===== config.mk =====
export PLATFORM = sky130hd
export DESIGN_NAME = reg8x16_writer
export DESIGN_NICKNAME = d
export VERILOG_FILES = /design/src/rtl/reg8x16_writer.sv
export SDC_FILE = /design/constraint.sdc
export NUM_CORES = 1
export LEC_CHECK = 0
export ABC_AREA = 1
export CORE_MARGIN = 2
export CORE_UTILIZATION = 51
export DETAILED_ROUTE_END_ITERATION = 12
export GPL_TIMING_DRIVEN = 0
export PLACE_DENSITY = 0.89
export SYNTH_ARGS = -nofsm -noshare
export SYNTH_HDL_FRONTEND = slang
export SYNTH_SLANG_ARGS = --single-unit
export TNS_END_PERCENT = 1

===== constraint.sdc =====
create_clock -name clk -period 2.7 [get_ports clk]
set_input_delay 0.27 -clock clk [delete_from_list [all_inputs] [get_ports clk]]
set_output_delay 0.27 -clock clk [all_outputs]
set_load 0.02 [all_outputs]

===== src/rtl/reg8x16_writer.sv =====
// Write side of the 8x16 register bank: 1-entry hold buffer on a valid/ready handshake,
// byte-enabled commit, freeze stall, clr_all, pending scoreboard. Option macro: ZERO_REG_EN.
module reg8x16_writer #(
  parameter int               WIDTH   = 16,
  parameter logic [WIDTH-1:0] RST_VAL = 16'h0000
) (
  input  logic             clk,
  input  logic             rst,
  input  logic             wr_valid,
  output logic             wr_ready,
  input  logic [2:0]       wr_addr,
  input  logic [WIDTH-1:0] wr_data,
  input  logic [1:0]       wr_be,
  input  logic             freeze,
  input  logic             clr_all,
  output logic [WIDTH-1:0] A0,
  output logic [WIDTH-1:0] A1,
  output logic [WIDTH-1:0] A2,
  output logic [WIDTH-1:0] A3,
  output logic [WIDTH-1:0] A4,
  output logic [WIDTH-1:0] A5,
  output logic [WIDTH-1:0] A6,
  output logic [WIDTH-1:0] A7,
  output logic [7:0]       pend,
  output logic             commit_strobe
);

  logic [WIDTH-1:0] regs_r [8];
  logic             hold_valid_r;
  logic [2:0]       hold_addr_r;
  logic [WIDTH-1:0] hold_data_r;
  logic [1:0]       hold_be_r;
  logic [7:0]       pend_r;
  logic             commit_strobe_r;

  logic             accept_s;
  logic             commit_s;
  logic             wr_en_s;
  logic             hold_valid_s;
  logic [2:0]       hold_addr_s;
  logic [WIDTH-1:0] hold_data_s;
  logic [1:0]       hold_be_s;
  logic [7:0]       pend_s;
  logic [WIDTH-1:0] merged_s;

  // Lanes with a clear enable keep the old byte; WIDTH is fixed at two bytes.
  function automatic logic [WIDTH-1:0] merge_bytes(input logic [WIDTH-1:0] old_v,
                                                   input logic [WIDTH-1:0] new_v,
                                                   input logic [1:0]       be);
    logic [WIDTH-1:0] res;
    res[15:8] = be[1] ? new_v[15:8] : old_v[15:8];
    res[7:0]  = be[0] ? new_v[7:0]  : old_v[7:0];
    return res;
  endfunction

  assign wr_ready = !clr_all && (!hold_valid_r || !freeze);

  // Handshake, commit decision and next hold-buffer state.
  always_comb begin
    accept_s     = wr_valid && wr_ready;
    commit_s     = hold_valid_r && !freeze && !clr_all;
    hold_valid_s = hold_valid_r;
    hold_addr_s  = hold_addr_r;
    hold_data_s  = hold_data_r;
    hold_be_s    = hold_be_r;
    if (clr_all) begin
      hold_valid_s = 1'b0;
    end else if (accept_s) begin
      hold_valid_s = 1'b1;
      hold_addr_s  = wr_addr;
      hold_data_s  = wr_data;
      hold_be_s    = wr_be;
    end else if (commit_s) begin
      hold_valid_s = 1'b0;
    end else begin
      hold_valid_s = hold_valid_r;
    end
    if (hold_valid_s) begin
      pend_s = 8'h01 << hold_addr_s;
    end else begin
      pend_s = 8'h00;
    end
`ifdef ZERO_REG_EN
    wr_en_s = commit_s && (hold_addr_r != 3'd0);
`else
    wr_en_s = commit_s;
`endif
    merged_s = merge_bytes(regs_r[hold_addr_r], hold_data_r, hold_be_r);
  end

  // Register bank, hold buffer, scoreboard and strobe.
  always_ff @(posedge clk) begin
    if (rst) begin
      for (int i = 0; i < 8; i++) regs_r[i] <= RST_VAL;
      hold_valid_r    <= 1'b0;
      hold_addr_r     <= 3'd0;
      hold_data_r     <= {WIDTH{1'b0}};
      hold_be_r       <= 2'b00;
      pend_r          <= 8'h00;
      commit_strobe_r <= 1'b0;
    end else begin
      if (clr_all) begin
        for (int i = 0; i < 8; i++) regs_r[i] <= RST_VAL;
      end else if (wr_en_s) begin
        regs_r[hold_addr_r] <= merged_s;
      end
      hold_valid_r    <= hold_valid_s;
      hold_addr_r     <= hold_addr_s;
      hold_data_r     <= hold_data_s;
      hold_be_r       <= hold_be_s;
      pend_r          <= pend_s;
      commit_strobe_r <= commit_s;
    end
  end

`ifdef ZERO_REG_EN
  assign A0 = {WIDTH{1'b0}};
`else
  assign A0 = regs_r[0];
`endif
  assign A1            = regs_r[1];
  assign A2            = regs_r[2];
  assign A3            = regs_r[3];
  assign A4            = regs_r[4];
  assign A5            = regs_r[5];
  assign A6            = regs_r[6];
  assign A7            = regs_r[7];
  assign pend          = pend_r;
  assign commit_strobe = commit_strobe_r;

endmodule

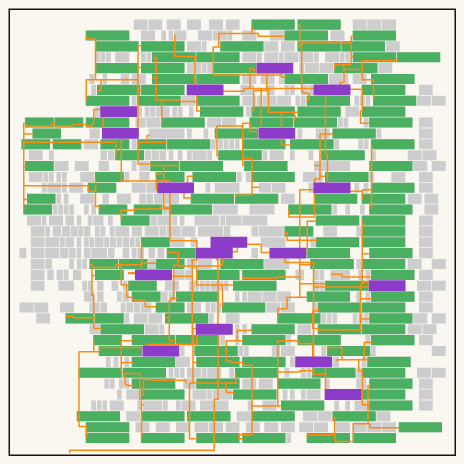
*Clock distribution, run 1*
Scale: 4 px per um.
[orange] clock wires | length: 1670 um
[green] flip-flops | count: 159
[purple] clock drivers | count: 17
flops lie	spread over the die

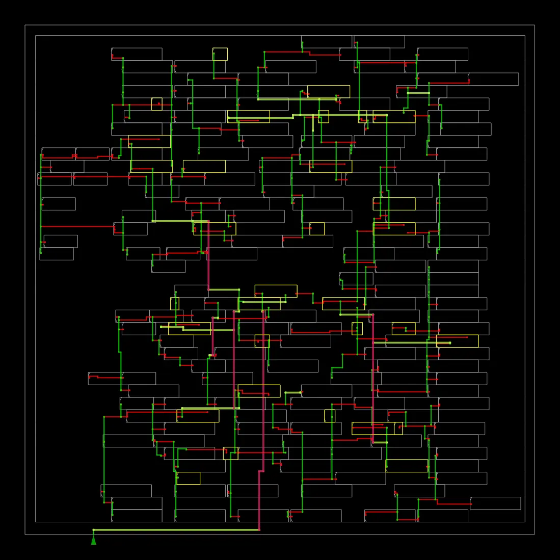
*Clock routing, run 1*
Clock Latency Late Sink: 0.42 ns
number of clock sinks: 159
CLK BUF: 22
flip-flops: 159

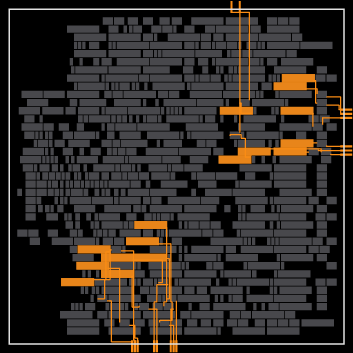
*Nets reached from selected ports, run 1*
Scale: 3 px per um.
colour	port	bits	direction	end cells	wire
orange	`A6`	16	output	16	485 um

==> results.txt, run 1 <==
Results of the full flow below.

Setup path:
- The run gives the worst reg2reg path startpoint as hold_addr_r[0]$_SDFF_PP0_.
- The OpenROAD report gives the critical path a required time of approximately 2.8 ns.
- The worst-case reg-to-reg setup slack stands at roughly 0.56 ns.
- The worst setup path is launched from a flip-flop.
- The critical path in this run is classified as reg -> reg.
- The run gives the reg-to-reg critical path endpoint as regs_r[7][2]$_SDFFCE_PN0P_.
- The run gives the critical path data arrival time as ~2.2 ns.
- The report puts the cell count of the worst reg-to-reg path at 4.
- The worst setup path is captured at a flip-flop.
- Per STA, the endpoint of the critical path is regs_r[7][2]$_SDFFCE_PN0P_.

Power and ir drop:
- The run puts the total power divided by cell area at 679 nW/um^2.
- The leakage power in the latest report is 2.98 nW.
- The run puts the largest voltage drop on the vdd net at 0.451 mV.

Yosys:
- The run gives the cell total in the yosys stat output as 442.
- The biggest area contributor in the post-synthesis netlist is edfxtp_1.
- Synthesis produced a netlist whose cell count is 442.
- Of the post-synthesis cell area, the dominant cell type holds between 60% and 70%.
- The run gives the floorplan net count as 468.
- The synthesis report lists the most area-consuming cells as edfxtp_1 (66%), dfxtp_1 (11%), nor2_1 (8.9%).
- In the synthesis report, Yosys lists the chip area as 5850 um^2.
- For this run, the number of Yosys warnings is 0.
- A synthesized cell averages 13.2 um^2.
- The run gives the area of the mapped netlist as a little under 6000 um^2.
- The run gives the number of distinct library cells after synthesis as 20.
- The run gives the flip-flop and latch count after synthesis as 159.
- The run gives the part of the Yosys area used for sequential elements as roughly three quarters.

Placement:
- The run gives the detailed-placement wirelength estimate as 10400 um.
- The run gives the placed instance count as between 700 and 800.
- During placement, the flow inserted port buffers numbering 162.
- The run gives the pre-CTS worst setup slack as 0.158 ns.
- The run gives the instance area at placement as 7650 um^2.
- After its last routability iteration, the placer logged a weighted congestion of 0.818.

Global routing:
- Global routing put the most usage on met2.
- The run gives the number of global-route vias before repair as 4098.
- The run puts the global routing usage on met1 at 28.3%.
- The initial antenna violation count is 0.
- The run gives the met2 global-route usage as 42.7%.
- After global routing the overflow that remains totals 0.
- The run gives the global-route wire length before repair as 22200 um.
- The global routing report lists combined usage of all routing layers as 24.0%.

Timing:
- The run gives the number of endpoints failing setup at the final stage as 0.
- The run puts the maximum clock skew at final layout at 0.00994 ns.
- The run gives the relative slew slack as between 60% and 70%.
- The run puts the maximum achievable frequency at 468 MHz.
- The final max-slew violation count recorded for this run is 0.
- The run gives the smallest hold slack as 0.232 ns.
- Looking at the max-slew report, the worst-margin pin has a slew of 0.553 ns.
- Setup repair after global routing left no endpoint under its margin.
- The run puts the sum of negative setup slack at 0 ns.
- The run puts the slack of the critical path at ~0.56 ns.
- The run puts the minimum period implied by the final worst setup slack at ~2.1 ns.

Floorplan:
- The run gives the y dimension of the die as 111 um.
- The run gives the top-level port count as 164.
- The run puts the floorplan utilization at between 50% and 60%.
- The run gives the die footprint as 12300 um^2.
- The run puts the total core area at 11300 um^2.
- The run puts the die boundary width at 111 um.
- The floorplan has 39 rows.

Cells and area:
- The run gives the final design instance area without fill as 8230 um^2.
- The run puts the number of fill cells in the layout at 764.
- The finished layout holds 779 standard cells, fillers aside.
- The run gives the area overhead of the layout relative to synthesis as 40.7%.
- The most common logic cell in the final layout is clkdlybuf4s50_1.
- The run puts the ratio of cells with drive above 1 in the final layout at 9.91%.
- The top cell types in the final layout, fill and taps aside, are clkdlybuf4s50_1 (162), nor2_1 (138), edfxtp_1 (128), nand2_1 (35), dfxtp_1 (31).
- The run gives the number of nets in the final layout as 649.
- The finished layout reports a core utilization of approximately 73%.

Clock network:
- Buffers inserted to repair hold after CTS numbered 0.
- The run gives the post-CTS setup buffer count as 0.
- The cell sitting at the root of the clock tree is a clkbuf_16.
- The H-tree generated during clock tree synthesis spans 4 levels.
- The run puts the maximum number of buffers from clock root to sink at 2.
- The run puts the clock-pin slew reported for the worst setup and hold paths after clock tree synthesis at 0.06 ns.
- TritonCTS built the clock tree.
- The run gives the number of CTS-inserted buffers as 17.

Detailed routing:
- The run gives the ratio of routed vias to standard cells as between 5 and 6.
- The run gives the overall via count from detail_route as about 4100.
- The run gives the iteration-0 DRC count of the detailed router as about 270.
- The run puts the DRC violation count after routing at 0.
- After detailed routing, the average wire length per cell comes to 18.7 um.
- The run gives the count of nets left with antenna violations after detail routing as 0.
- The run puts the total routed wirelength at ~15000 um.
- The run puts the number of optimization iterations in the first detailed-route pass at 7.

Worst hold path:
- The run puts the cell count of the worst hold path at 3.
- For the worst min-delay path, the startpoint reported by OpenROAD is wr_valid.
- The most critical min-delay path falls under in -> reg.
- Hold analysis lists the worst path endpoint as hold_be_r[0]$_SDFFE_PP0P_.

Flow run:
- The run puts the warning total across the stage logs at 26.

Outcome:
- The run finished with clean final reports.
==> run 1: cell usage after synthesis (all sizes together) <==
cell type  count
edfxtp       128
buf            8
clkbuf         3
clkinv        16
nand3         21
nand4          6
inv            9
o21bai        16
a21oi         20
dfxtp         31
nor3           8
nand2         36
nor2         140
==> run 1: registers in the layout, indices dropped and copies added (netlist names) <==
name,count
pend,8
regs_r,128
hold_addr_r,3
hold_data_r,16
hold_valid_r,1
commit_strobe,1
hold_be_r,2
==> run 1: area by class of cell <==
| cell class | instances | area (um^2) | area share, % |
|---|---|---|---|
| sequential | 159 | 4460 | 54.3 |
| timing repair buffer | 162 | 1620 | 19.7 |
| multi-input combinational | 247 | 1230 | 15.0 |
| clock buffer | 22 | 508 | 6.17 |
| tap | 143 | 179 | 2.17 |
| inverter | 25 | 93.8 | 1.14 |
| clock inverter | 10 | 70.1 | 0.852 |
| buffer | 11 | 57.6 | 0.700 |
==> run 1: cell families after synthesis <==
logic type / after synthesis / share of synthesized area (%)
simple gates: 211 / 17.3
flops: 159 / 76.3
compound gates: 36 / 3.76
buf+inv: 36 / 2.59
==> run 1: per-layer routing <==
metal | share of wire (%) | vias to the layer above
met3 | 6.4 | 25
met4 | 2.2 | 0
met1 | 37 | 1993
li1 | - | 1884
met2 | 54 | 184
met5 | 0 | -
==> run 1: power by group <==
part	switching, mW	total, mW	internal (mW)
clock network	0.952	2.30	1.35
registers	0.0401	2.78	2.74
logic	0.313	0.513	0.200
==> run 1: worst max-delay path: stages, from the launching register on <==
cell and delay, ns:
dfxtp_1 0.52, inv_2 0.15, nor3_1 0.32, nand3_1 0.37, nand2_1 0.43
### Cells coloured by class, run 1

Scale: 3 px per um. Fill, decap, tap and diode cells in grey.
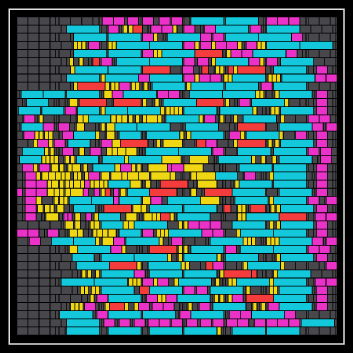

## Run 2: what changed since run 1
CORE_UTILIZATION = 43   (was 51)
PLACE_DENSITY = 0.81   (was 0.89)
clock period = 1.75 ns   (was 2.7 ns; I/O delays follow)
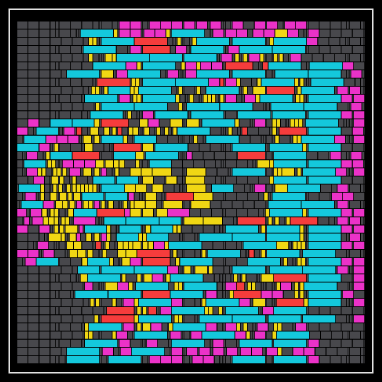
*Cells coloured by class, run 2*
Scale: 3 px per um. Fill, decap, tap and diode cells in grey.
colour	class	cells
magenta	other buffers and delay cells	175
cyan	flops	159
yellow	combinational and other logic	272
red	clock drivers and dummy loads	31

==> run 2 against run 1 <==
Effect of this change: clock-buffer cell count down 5; power up 61%; maximum frequency up 24%; clock skew down 0.0042 ns; synthesized cell count unchanged; synthesized area unchanged; cell count up 4.4%; critical path type unchanged.
==> results.txt, run 2 <==
Results of the full flow below.

Outcome:
- The run finished with clean final reports.

Cells and area:
- The number of signal-net inverters in the final layout is 25 (unchanged).
- Leaving out fill and tap cells, the most frequent cell in the layout is clkdlybuf4s50_1.
- The run gives the flop count as 159 (unchanged).
- The fraction of area in multi-input gates is 16.2% (+1.2 points).
- The run gives the number of nets in the final layout as 651 (+0.31%).
- The run gives the share of final layout cell area taken by non-clock buffers as 20.2% (-0.21 points).
- The clock network contribution to total cell area is 7.34% (+0.31 points).
- The number of fill cells in the layout is 965 (+26%).
- The share of cell area taken by flip-flops and latches came to 52.6% (-1.7 points).
- The post-route core utilization is 64.1% (-8.5 points).
- The register with the most flip-flops in the final layout is regs_r.
- The run puts the final non-filler cell total at 813 (+4.4%).
- The run puts the total of plain and repair buffers excluding clock buffers at 175 (+1.2%).
- The run gives the area overhead of the layout relative to synthesis as 45.2%.
- The library cells used most frequently in the layout, excluding fill and tap cells, are clkdlybuf4s50_1 (161), nor2_1 (138), edfxtp_1 (128), dfxtp_1 (29), a21oi_1 (20).
- The class occupying the most area after layout is reported as sequential cells.
- The run puts the area of all sequential standard cells at 4470 um^2 (about the same).
- The run puts the number of flip-flops in the largest register at 128 (unchanged).
- The run puts the combinational gate area at 1370 um^2 (+11%).
- The run gives the number of diodes as 0.

Detailed routing:
- The ratio of routed vias to standard cells was 4.99 (-4.9%).
- The average detailed-routed wire length per instance came to 18.0 um (-3.3%).
- The run puts the number of optimization iterations in the first detailed-route pass at 5 (-2).
- The run puts the DRC violation count after routing at 0 (unchanged).
- The run gives the overall via count from detail_route as 4056 (-0.73%).
- The count of nets left with antenna violations after detail routing came to 0 (unchanged).
- The run puts the total routed wirelength at 14700 um (+0.95%).

Setup path:
- The run gives the launching element type of the critical path as a flip-flop.
- The run gives the critical path data arrival time as 1.85 ns (-0.37 ns).
- The count of cells along the worst register-to-register path came to 4 (unchanged).
- The run gives the category of the worst setup path capture point as a flip-flop.

Yosys:
- The run puts the part of the Yosys area used for sequential elements at 76.3% (unchanged).
- The run gives the cell total in the yosys stat output as 442 (unchanged).
- The area of the synthesized netlist per yosys stat was 5850 um^2 (unchanged).
- For reference, the top cells by count after synthesis are nor2_1 (138), edfxtp_1 (128), nand2_1 (35).
- The flip-flop and latch count after synthesis is 159 (unchanged).
- The synthesis report names the predominant flop master as edfxtp_1.
- The run puts the mean instance size in the synthesized netlist at 13.2 um^2 (unchanged).
- The run gives the library cell with the largest summed area after synthesis as edfxtp_1.
- The run puts the number of cells produced by synthesis at 442 (unchanged).
- The number of distinct library cells after synthesis came to 20 (unchanged).
- The run gives the most frequent cell after synthesis as nor2_1.
- The run puts the share of the synthesized area in the top cell type at 65.7% (unchanged).
- The run gives the count of library flops with an enable pin as 128 (unchanged).
- The run gives the floorplan net count as 468 (unchanged).
- The run puts the area of the mapped netlist at 5850 um^2 (unchanged).
- The run gives the count of yosys warnings during synthesis as 0 (unchanged).

Floorplan:
- The total core area was 13200 um^2 (+17%).
- The die boundary width was 121 um (+8.6%).
- The run gives the floorplan utilization as 44.2% (-7.5 points).
- The run gives the count of inserted tapcells as 176 (+23%).
- The y dimension of the die was 121 um (+8.6%).
- The die footprint came to 14600 um^2 (+18%).
- The run puts the number of rows created at floorplan at 42 (+7.7%).

Power and ir drop:
- The run puts the leakage power figure at 3.02 nW (+1.5%).
- The run gives the largest voltage drop on the vdd net as 0.514 mV (+14%).
- The run puts the total power divided by cell area at 1060 nW/um^2 (+56%).

Placement:
- The run gives the tally of buffers added on design ports as 162 (unchanged).
- The run gives the placed instance count as 780 (+4.4%).
- The run puts the detailed-placement wirelength estimate at 10300 um (-0.60%).

Clock network:
- The run puts the maximum number of buffers from clock root to sink at 2 (unchanged).
- The run gives the number of levels in the clock H-tree as 4 (unchanged).
- TritonCTS built the clock tree.
- CTS placed an instance of clkbuf_16 at the clock tree root.
- The run gives the clock-pin slew reported for the worst setup and hold paths after clock tree synthesis as 0.06 ns (about the same).
- The number of hold buffers added after cts was 0 (unchanged).
- The run puts the insertion delay to the later sink of the worst-skew pair at 0.42 ns (about the same).
- The run gives the clock net sink count as 159 (unchanged).
- The run puts the post-CTS setup buffer count at 2 (+2).

Timing:
- The run puts the number of endpoints failing setup at the final stage at 0 (unchanged).
- The minimum period implied by the final worst setup slack came to 1.72 ns (-0.412 ns).
- The run gives the maximum achievable frequency as 580 MHz (+24%).
- The smallest hold slack came to 0.143 ns (-0.0882 ns).
- The run gives the slew at the pin with the worst max-slew slack as 0.615 ns (+0.0615 ns).
- The run puts the final-report max-slew violation count at 0 (unchanged).
- The run gives the relative slew slack as 59.0% (-4.1 points).
- Setup repair after global routing could not meet its margin everywhere.
- The run puts the final clock period utilization by the worst path at 98.5%.

Flow run:
- The warning total across the stage logs came to 28 (+7.7%).

Global routing:
- The run puts the initial antenna violation count at 0 (unchanged).
- The all-layer global routing usage came to 20.8% (-3.1 points).
- The run puts the global-route wire length before repair at 22400 um (+0.75%).
- The number of global-route vias before repair came to 4044 (-1.3%).
- The run puts the total congestion overflow after global routing at 0 (unchanged).

Worst hold path:
- The run gives the kind of path behind the tightest hold check as in -> reg.
- The run puts the cell count of the worst hold path at 3 (unchanged).
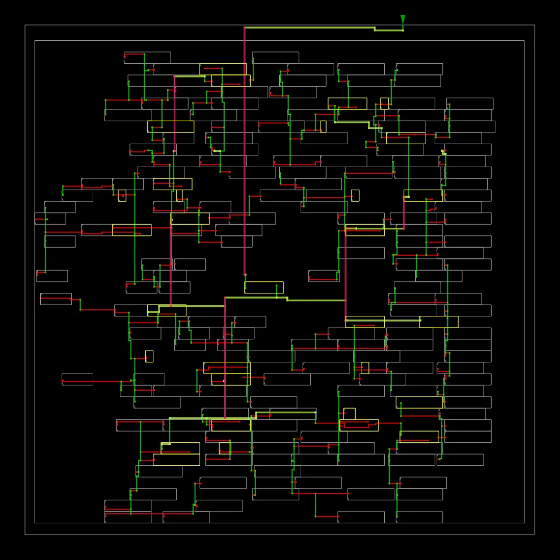
*Clock routing, run 2*
clock skew after layout: 0.00578 ns
CLK BUF: 17
number of CTS-inserted buffers: 17
power drawn by the clock network: 3.90 mW

## run 2: worst max-delay path, stage by stage, from the launching register on
cell and delay [ns]:
dfxtp_1 0.49, inv_2 0.13, nor3_2 0.32, nand3_2 0.28
nand2_4 0.20
## run 2: path summary, 6_finish.rpt
| path | slack [ns] | to | start |
|---|---|---|---|
| worst min register to register | 0.61 | hold_data_r[3]$_SDFFE_PP0P_ | hold_data_r[3]$_SDFFE_PP0P_ |
| worst max-delay path | 0.03 | regs_r[4][1]$_SDFFCE_PN0P_ | hold_addr_r[2]$_SDFF_PP0_ |
| worst max register to register | 0.03 | regs_r[4][1]$_SDFFCE_PN0P_ | hold_addr_r[2]$_SDFF_PP0_ |
| worst min-delay path | 0.14 | hold_be_r[0]$_SDFFE_PP0P_ | wr_valid |
## run 2: logic make-up after synthesis
family / Yosys count / synth area share [%]
buf+inv: 36 / 2.59
simple gates: 211 / 17.3
compound gates: 36 / 3.76
flops: 159 / 76.3
## run 2: report_power, final
part | switching [mW] | internal (mW) | leakage (nW) | total (mW)
registers | 0.0636 | 4.23 | 1.68 | 4.29
clock network | 1.41 | 2.50 | 0.303 | 3.90
logic | 0.496 | 0.325 | 1.04 | 0.821
total | 1.97 | 7.05 | 3.02 | 9.01
## run 2: per-stage QoR
stage          cell area (um^2)  power, mW  TNS, ns  setup slack (ns)
6_report                   8490       9.01        0            0.0264
5_1_grt                    8490       9.25    -1.88           -0.0826
3_3_place_gp               7690       5.13   -95.80            -0.627
4_1_cts                    8390       9.02    -4.64            -0.175
2_1_floorplan              5850       4.74        0             0.146
3_5_place_dp               7690       5.16  -109.25            -0.682
## run 2: per-layer routing
metal	share of wire, %	global-route usage (%)
met5	0	0
met4	2.7	8.87
met3	6.4	5.24
met2	52	35.8
met1	39	25.0
Power is estimated from default activity; no workload was simulated.
